===== config.mk =====
export PLATFORM = sky130hd
export DESIGN_NAME = hazard_scoreboard
export DESIGN_NICKNAME = d
export VERILOG_FILES = /design/src/rtl/hazard_scoreboard.sv
export SDC_FILE = /design/constraint.sdc
export NUM_CORES = 1
export LEC_CHECK = 0
export CORE_UTILIZATION = 32
export DETAILED_ROUTE_END_ITERATION = 8
export PLACE_DENSITY = 0.57
export SLEW_MARGIN = 10
export SYNTH_ARGS = -nofsm -noshare
export SYNTH_HDL_FRONTEND = slang
export SYNTH_SLANG_ARGS = --single-unit

===== constraint.sdc =====
create_clock -name clk -period 6.11 [get_ports clk]
set_input_delay 1.222 -clock clk [delete_from_list [all_inputs] [get_ports clk]]
set_output_delay 1.222 -clock clk [all_outputs]
set_load 0.005 [all_outputs]

===== src/rtl/hazard_scoreboard.sv =====
// Issue-stage hazard unit: a per-register remaining-stall counter scoreboard
// plus a fetch-squash counter for taken branches and issued jumps.
module hazard_scoreboard #(
  parameter int ADDR_W    = 5,
  parameter int MAX_LAT   = 7,
  parameter int ZERO_REG  = 1,
  parameter int FLUSH_CYC = 2,
  parameter int JMP_CYC   = 1,
  localparam int LAT_W    = $clog2(MAX_LAT + 1),
  localparam int NREG     = 2 ** ADDR_W
) (
  input  logic              clk,
  input  logic              rst,
  input  logic              id_valid,
  input  logic [ADDR_W-1:0] id_src1,
  input  logic [ADDR_W-1:0] id_src2,
  input  logic              id_use_src1,
  input  logic              id_use_src2,
  input  logic [ADDR_W-1:0] id_dest,
  input  logic              id_wb_en,
  input  logic [LAT_W-1:0]  id_lat,
  input  logic              id_is_jmp,
  input  logic              exe_br_taken,
  output logic              stall,
  output logic              issue,
  output logic              flush,
  output logic [NREG-1:0]   busy_vec
);

  localparam int FMAX = (FLUSH_CYC > JMP_CYC) ? FLUSH_CYC : JMP_CYC;
  localparam int FW   = (FMAX < 1) ? 1 : $clog2(FMAX + 1);

  logic [FW-1:0]    fcnt_q, fcnt_d;
  logic [LAT_W-1:0] lat_sat;
  logic             load_en;

  assign flush = (fcnt_q != '0);

  always_comb begin
    stall = 1'b0;
    if (id_valid && !flush) begin
      stall = (id_use_src1 && busy_vec[id_src1]) ||
              (id_use_src2 && busy_vec[id_src2]) ||
              (id_wb_en    && busy_vec[id_dest]);
    end
  end

  assign issue = id_valid && !stall && !flush;

  // Requested latencies beyond MAX_LAT saturate; zero latency means fully forwarded.
  assign lat_sat = (id_lat > LAT_W'(MAX_LAT)) ? LAT_W'(MAX_LAT) : id_lat;
  assign load_en = issue && id_wb_en && (id_lat != '0);

  for (genvar gi = 0; gi < NREG; gi++) begin : g_reg
    if ((ZERO_REG != 0) && (gi == 0)) begin : g_zero
      assign busy_vec[gi] = 1'b0;
    end else begin : g_cnt
      logic [LAT_W-1:0] cnt_q, cnt_d;

      // The WAW stall guarantees the counter is idle whenever a load hits it.
      always_comb begin
        cnt_d = cnt_q;
        if (load_en && (id_dest == ADDR_W'(gi))) begin
          cnt_d = lat_sat;
        end else if (cnt_q != '0) begin
          cnt_d = cnt_q - LAT_W'(1);
        end
      end

      always_ff @(posedge clk or negedge rst) begin
        if (!rst) begin
          cnt_q <= '0;
        end else begin
          cnt_q <= cnt_d;
        end
      end

      assign busy_vec[gi] = (cnt_q != '0);
    end
  end

  // A taken branch always wins and restarts the squash window.
  always_comb begin
    fcnt_d = fcnt_q;
    if (exe_br_taken) begin
      fcnt_d = FW'(FLUSH_CYC);
    end else if (issue && id_is_jmp) begin
      fcnt_d = FW'(JMP_CYC);
    end else if (fcnt_q != '0) begin
      fcnt_d = fcnt_q - FW'(1);
    end
  end

  always_ff @(posedge clk or negedge rst) begin
    if (!rst) begin
      fcnt_q <= '0;
    end else begin
      fcnt_q <= fcnt_d;
    end
  end

endmodule


==> qor.yml, run 1 <==
chipWidth_um: 154
detail_route.wirelength_mm: 19.9
antenna_found_initial: 0
yosysChipArea_um2: 7350
gr-usage-all-layers_pct: 17.4
synthDistinctLibCells: 65
remaining_drc_errors: 0
common_cells: "sky130_fd_sc_hd__dfrtp_1, sky130_fd_sc_hd__inv_1, sky130_fd_sc_hd__nor2_1"
buffer_ports.inserted: 59
startpoint_of_the_worst_slack_reg_to_reg_timing_path: "g_reg[14].g_cnt.cnt_q[0]"
finalNonFillerCells: 1140
yosysCellCount: 826
end_kind: "output port"
setup.reg_to_reg.worst_slack_ns: 2.38
post-route-util_pct: 37.3
n_antenna_cell: 0
synth.area.top_cells: "sky130_fd_sc_hd__dfrtp_1, sky130_fd_sc_hd__ha_1, sky130_fd_sc_hd__mux2_1, sky130_fd_sc_hd__inv_1, sky130_fd_sc_hd__mux2i_1"
worst_min_path_class: "flip-flop to flip-flop"
hold_path_end: "g_reg[26].g_cnt.cnt_q[2]"
critical_path.endpoint: "issue"
final.setup.tns_ns: 0
floorplan.core_util_pct: 32.6
synth_nets: 915
critical_path_arrival_ns: 4.23
report.final.slew_viol_count: 0
yosys.cell_count.top_type: "sky130_fd_sc_hd__dfrtp_1"
grt_first_pass_wirelength_mm: 31.6
io-pin-count: 61
cts_root_buffer: "sky130_fd_sc_hd__clkbuf_16"
hold_viol: 0
areaGrowthSynthToFinish_pct: 14.6
max_slew_margin_pct: 52.4
netlist.area_leader.share_pct: 32.3
worstSetupStartpointType: "primary input"
avgRoutedWirePerCell_um: 17.5
cp_slowest_cell: "sky130_fd_sc_hd__clkdlybuf4s50_1"
grt_overflow: 0
worst-slew-pin-transition_ns: 0.714
r2r.worst_path.cells: 10
most_frequent_standard_cell_in_the_layout_excluding_fill_and_tap_cells: "sky130_fd_sc_hd__dfrtp_1"
tool_warnings: 57
outcome: "finished, final reports clean"
final-comb-area_um2: 4390
layout-drive-gt1-share_pct: 8.30
flop_area_um2: 2380
postRouteAntennaNets: 0
synth_warnings: 0
start_point_of_the_worst_hold_path: "g_reg[26].g_cnt.cnt_q[2]"
yosys_most_used_dff: "sky130_fd_sc_hd__dfrtp_1"
worstSetupPathDepth: 9
highest_count_cells_in_the_layout_ignoring_fill_and_taps: "sky130_fd_sc_hd__dfrtp_1, sky130_fd_sc_hd__inv_1, sky130_fd_sc_hd__nor2_1"
htreeDepth: 3
cp_common_cell: "sky130_fd_sc_hd__clkdlybuf4s50_1"
timing.final.setup_violations: 0
cp_slowest_stage_delay_ns: 0.84
cap_violations: 0
placeableCoreArea_um2: 22600
timing.critical_path.buf_inv: 3
min_delay_path_depth: 2
reg2reg_to: "g_reg[14].g_cnt.cnt_q[0]"
buffer_count_from_post_cts_setup_fixing: 0
yosys.stat.seqShare_pct: 32.3
register_bit_count_reported_by_yosys: 95
rsz0062_at_grt: "no"
worst-endpoint-required_ns: 4.89
power.leakage_nw: 3.52
fmax_mhz: 183
path_delay_family: "buffers and inverters"
tritoncts: "done"
post-route-cell-area_um2: 8430
grt_pass1_vias: 5623
detail_route.vias_per_cell: 5.15
setup.worst_path.class: "primary input to output port"
numCtsBuffers: 9
hpwlAfterDp_mm: 14.2
place_congestion: 0.855
critical_path.cell_chain: "clkdlybuf4s50_1 > buf_4 > nor2b_1 > nand3b_1 > nand4_1 > nor4b_1 > nor4_4 > and3_1 > clkdlybuf4s50_1"
hold_buffers: 0
post_cts.resized_instances: 0
die-height_um: 154
p_per_area_nw_per_um2: 454
clk_path_buf_depth: 2
synthArstFlopShare_pct: 100
firstDrtPassIters: 7
num_rows: 55
synth-edff-count: 0
path_max_fanout: 14
layout.nets: 939
synthesized_instance_count: 826
placement.cell_area_um2: 8150
timing.clock.skew_ns: 0.00603
largest_net_degree_at_the_start_of_global_routing: 55
fin_crit_ns: 5.46
[run 1: state kept, by name, indices dropped and copies added, names as in the netlist]
| register | flops |
|---|---|
| g.g_cnt.cnt_q | 93 |
| fcnt_q | 2 |
[run 1: per-layer routing]
metal,GRT usage (%),up-vias,wire length (um)
li1,-,2860,-
met1,24.3,2820,9560
met3,3.69,20,1130
met5,0,-,0
met4,4.43,0,256
met2,27.1,167,8960
[run 1: final cells by class]
cell class / instances / area share [%]
multi-input combinational: 583 / 52.1
sequential: 95 / 28.2
timing repair buffer: 76 / 8.43
tap: 285 / 4.23
inverter: 85 / 3.79
clock buffer: 10 / 2.84
clock inverter: 6 / 0.431
[run 1: stage by stage]
stage	worst slack, ns	hold WS [ns]	power, W
6_report	0.654	0.523	0.00383
5_1_grt	0.444	0.554	0.00419
4_1_cts	0.711	0.526	0.00386
3_5_place_dp	0.730	0.508	0.00330
3_3_place_gp	0.827	0.504	0.00326
2_1_floorplan	1.78	0.481	0.00273
[run 1: power by group]
group | internal (W) | switching [W] | leakage, nW | total (W)
Combinational | 0.00104 | 0.00109 | 2.26 | 0.00213
Sequential | 0.000977 | 0.000178 | 1.12 | 0.00115
Clock | 0.000285 | 0.000258 | 0.138 | 0.000543
Total | 0.00230 | 0.00153 | 3.52 | 0.00383
[run 1: logic make-up (layout without fill, tap and decap cells)]
group / count (synthesis) / count (layout) / share of synthesized area (%)
fa+ha+maj: 63 / 63 / 10.7
other cells: 1 / 1 / 0.0510
buf+inv: 148 / 177 / 8.22
compound gates: 125 / 125 / 9.78
mux: 84 / 84 / 14.0
simple gates: 278 / 278 / 21.1
xor+xnor: 32 / 32 / 3.81
flops: 95 / 95 / 32.3
### Clock wires, drivers and flops, run 1

(2 px per um)
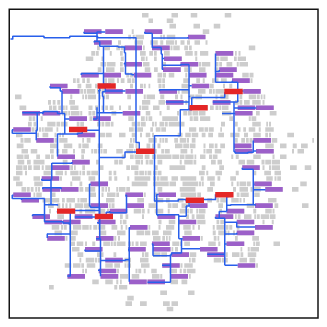
- clock wires: blue (length 1,410 um)
- clock-net drivers: red (count 9)
- flip-flops: purple (count 95)
- routed clock nets: 10
- flops lie: all over the die

### Cells coloured by class, run 1

(2 px per um)
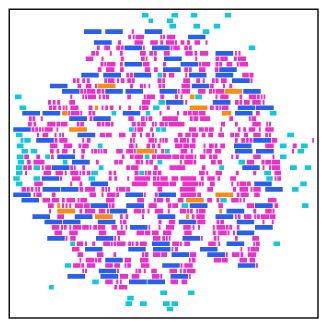
- registers: blue (cells 95)
- clock drivers and dummy loads: orange (cells 16)
- remaining buffers and delay cells: cyan (cells 76)
- remaining logic cells: magenta (cells 668)

### I/O nets highlighted, run 1

(3 px per um)
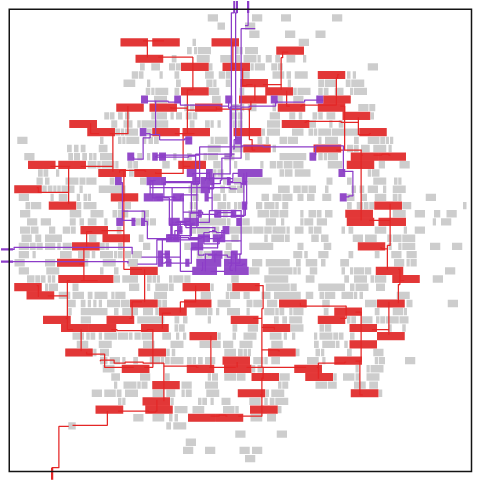
- rst: red (bits 1; direction input; edge south; end cells 95; wire 926 um)
- id_dest: purple (bits 5; direction input; edge 3 north, 2 west; end cells 65; wire 1,180 um)

### Where the registers sit, run 1

(2 px per um)
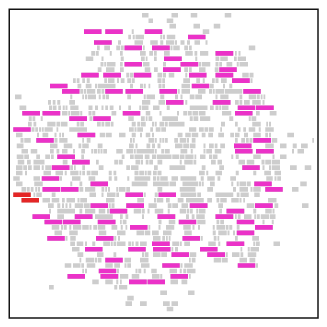

==> run 2, diff against run 1 <==
--- a/config.mk
+++ b/config.mk
@@ -5,9 +5,11 @@
 export SDC_FILE = /design/constraint.sdc
 export NUM_CORES = 1
 export LEC_CHECK = 0
+export CAP_MARGIN = 20
 export CORE_UTILIZATION = 32
 export DETAILED_ROUTE_END_ITERATION = 8
 export PLACE_DENSITY = 0.57
+export REMOVE_ABC_BUFFERS = 1
 export SLEW_MARGIN = 10
 export SYNTH_ARGS = -nofsm -noshare
 export SYNTH_HDL_FRONTEND = slang
### Where the registers sit, run 2

(2 px per um)
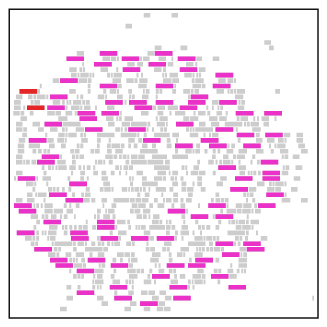
- fcnt_q: red (sequential cells 2)
- g_reg.g_cnt.cnt_q: magenta (sequential cells 93; where all over the die)

### Cell outlines without signal wires, run 2

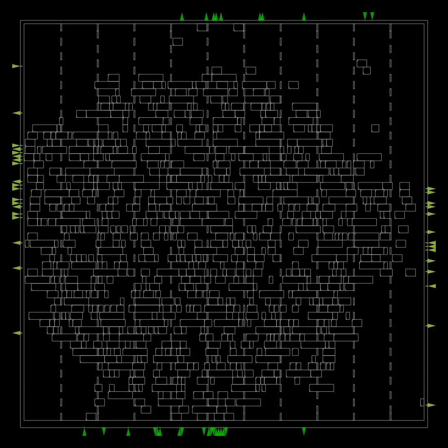
number of placement rows: 55
final non-filler cell total: 1,140
post-layout utilization of the core: 37.4%
number of well taps: 285
core area: 22,600 um^2

==> qor.yml, run 2 <==
yosysCellCount: 826
busiest_layer: "met2"
numCtsBuffers: 9
yosys_most_used_dff: "sky130_fd_sc_hd__dfrtp_1"
clkSlewWorstSetupHoldPaths_ns: 0.06
synthesized_instance_count: 826
synthSimpleGateAreaFrac_pct: 21.1
logic_gate_count: 583
post_cts.resized_instances: 0
timing.clock.skew_ns: 0.00645
critical_path.cell_chain: "clkdlybuf4s50_1 > nor4bb_1 > a311oi_1 > nand4_1 > nor4b_1 > nor4_4 > a21boi_0 > clkdlybuf4s50_1"
gr-usage-all-layers_pct: 17.7
cp_slowest_cell: "sky130_fd_sc_hd__clkdlybuf4s50_1"
die_area_um2: 23600
finalClockPeriodUsage_pct: 87.5
hold_viol: 0
remaining_drc_errors: 0
vdd_ir_drop_max_uv: 214
netlist_area_um2: 7350
yosys.stat.seqShare_pct: 32.3
grt_use_met2_pct: 28.2
flop_area_um2: 2380
comb_area_share_pct: 52.0
rsz0062_at_grt: "no"
path_max_fanout: 16
place_worst_setup_slack_ns: 0.753
final.setup.tns_ns: 0
power.leakage_nw: 3.52
worst_slack_ns: 0.763
grt_pass1_vias: 5902
timing.final.setup_violations: 0
highest_count_cells_in_the_layout_ignoring_fill_and_taps: "sky130_fd_sc_hd__dfrtp_1, sky130_fd_sc_hd__inv_1, sky130_fd_sc_hd__nor2_1"
synth-edff-count: 0
cap_violations: 0
firstDrtPassIters: 5
largest_class: "multi-input combinational cells"
tool_warnings: 56
worstSetupStartpointType: "primary input"
layout.nets: 940
n_antenna_cell: 0
synth.cellmix.compoundShare_pct: 9.78
fmax_mhz: 187
detail_route.wirelength_mm: 20.0
layout-drive-gt1-share_pct: 7.84
worst-slew-pin-transition_ns: 0.691
timing.critical_path.buf_inv: 2
num-nonclk-buffers: 77
cp_slowest_stage_delay_ns: 0.66
grt_overflow: 0
setup.worst_path.class: "primary input to output port"
tritoncts: "done"
yosysChipArea_um2: 7350
synthArstFlopShare_pct: 100
n_all_inverters: 85
worst-endpoint-required_ns: 4.89
largest_net_degree_at_the_start_of_global_routing: 55
detail_route.vias_per_cell: 5.23
worst_min_path_class: "flip-flop to flip-flop"
clock_latency_ns: 0.35
floorplan.core_util_pct: 32.6
layout.nonclk_buf_share_pct: 8.57
critical_path_arrival_ns: 4.12
largest_reg_flops: 93
end_kind: "output port"
report.final.slew_viol_count: 0
hpwlAfterDp_mm: 14.4
buffer_ports.inserted: 59
buffer_count_from_post_cts_setup_fixing: 0
max_slew_margin_pct: 53.3
met1_usage_pct: 24.0
area.share.sequential_pct: 28.2
fin_crit_ns: 5.35
synth.area.top_cells: "sky130_fd_sc_hd__dfrtp_1, sky130_fd_sc_hd__ha_1, sky130_fd_sc_hd__mux2_1, sky130_fd_sc_hd__inv_1, sky130_fd_sc_hd__mux2i_1"
cts_num_sinks: 95
io-pin-count: 61
dr_total_vias: 5963
place_congestion: 0.847
netlist.area_leader.share_pct: 32.3
layout_sequential_cell_count: 95
n_clock_buffer: 15
antenna_found_initial: 0
filler_cell_count: 2359
final-clk-cell-share_pct: 3.29
synthDistinctLibCells: 65
outcome: "finished, final reports clean"
synth_warnings: 0
areaGrowthSynthToFinish_pct: 14.8
common_cells: "sky130_fd_sc_hd__dfrtp_1, sky130_fd_sc_hd__inv_1, sky130_fd_sc_hd__nor2_1"
detail_route.iter0.violations: 350
cts_root_buffer: "sky130_fd_sc_hd__clkbuf_16"
ys_sh_adder_pct: 10.7
chipWidth_um: 154
synth.avg_cell_area_um2: 8.90
postRouteAntennaNets: 0
p_per_area_nw_per_um2: 455
grt_first_pass_wirelength_mm: 32.5
clk_path_buf_depth: 2
synth.logic.top_family: "simple AND/OR/NAND/NOR gates"
cp_common_cell: "sky130_fd_sc_hd__clkdlybuf4s50_1"
die-height_um: 154
final-comb-area_um2: 4390
register_bit_count_reported_by_yosys: 95
yosys.cell_count.top_type: "sky130_fd_sc_hd__dfrtp_1"
grtUsageMet3_pct: 4.00
xor_share_pct: 3.81
hold_buffers: 0
avgRoutedWirePerCell_um: 17.5
most_frequent_standard_cell_in_the_layout_excluding_fill_and_tap_cells: "sky130_fd_sc_hd__dfrtp_1"
path_delay_family: "buffers and inverters"
yosysTopAreaCell: "sky130_fd_sc_hd__dfrtp_1"
largest_register: "g.g_cnt.cnt_q"
largest_registers: "g.g_cnt.cnt_q: 93 flops, fcnt_q: 2 flops"
synth.area.mux_share_pct: 14.0
htreeDepth: 3
[run 2: cell counts after synthesis]
No cell type changed its count.
[run 2: power by group]
| part | switching [W] | total [W] | internal, W | leakage [nW] |
|---|---|---|---|---|
| clock | 0.000243 | 0.000551 | 0.000308 | 0.136 |
| combinational | 0.00109 | 0.00213 | 0.00104 | 2.27 |
| sequential | 0.000180 | 0.00116 | 0.000977 | 1.12 |
[run 2: path summary, 6_finish.rpt]
check	endpoint	depth (start not counted)	slack (ns)	from
setup / recovery	stall	8	0.76	id_dest[3]
hold / removal	g_reg[17].g_cnt.cnt_q[2]	2	0.52	g_reg[17].g_cnt.cnt_q[2]
setup reg to reg	g_reg[14].g_cnt.cnt_q[0]	10	2.38	g_reg[14].g_cnt.cnt_q[0]
hold reg to reg	g_reg[17].g_cnt.cnt_q[2]	2	0.52	g_reg[17].g_cnt.cnt_q[2]
max in group asynchronous	g_reg[6].g_cnt.cnt_q[0]	2	4.11	rst
min in group asynchronous	g_reg[28].g_cnt.cnt_q[0]	1	0.86	rst
[run 2: per-stage QoR]
step | instance area, um^2 | cells | hold slack, ns | util, % | power [W]
after floorplan | 7070 | 763 | 0.481 | - | 0.00266
after global placement | 8160 | 1125 | 0.498 | 36.2 | 0.00326
after detailed placement | 8160 | 1125 | 0.508 | 36.2 | 0.00331
after CTS | 8440 | 1140 | 0.526 | 37.4 | 0.00388
after global routing | 8440 | 1140 | 0.540 | 37.4 | 0.00423
final | 8440 | 1140 | 0.522 | 37.4 | 0.00384
[run 2: layer usage]
layer  routed length (um)  vias up
met5                    0        -
met4                  368        0
met3                 1050       20
met2                 9030      153
met1                 9530     2912
li1                     -     2878
Power is estimated from default activity; no workload was simulated.
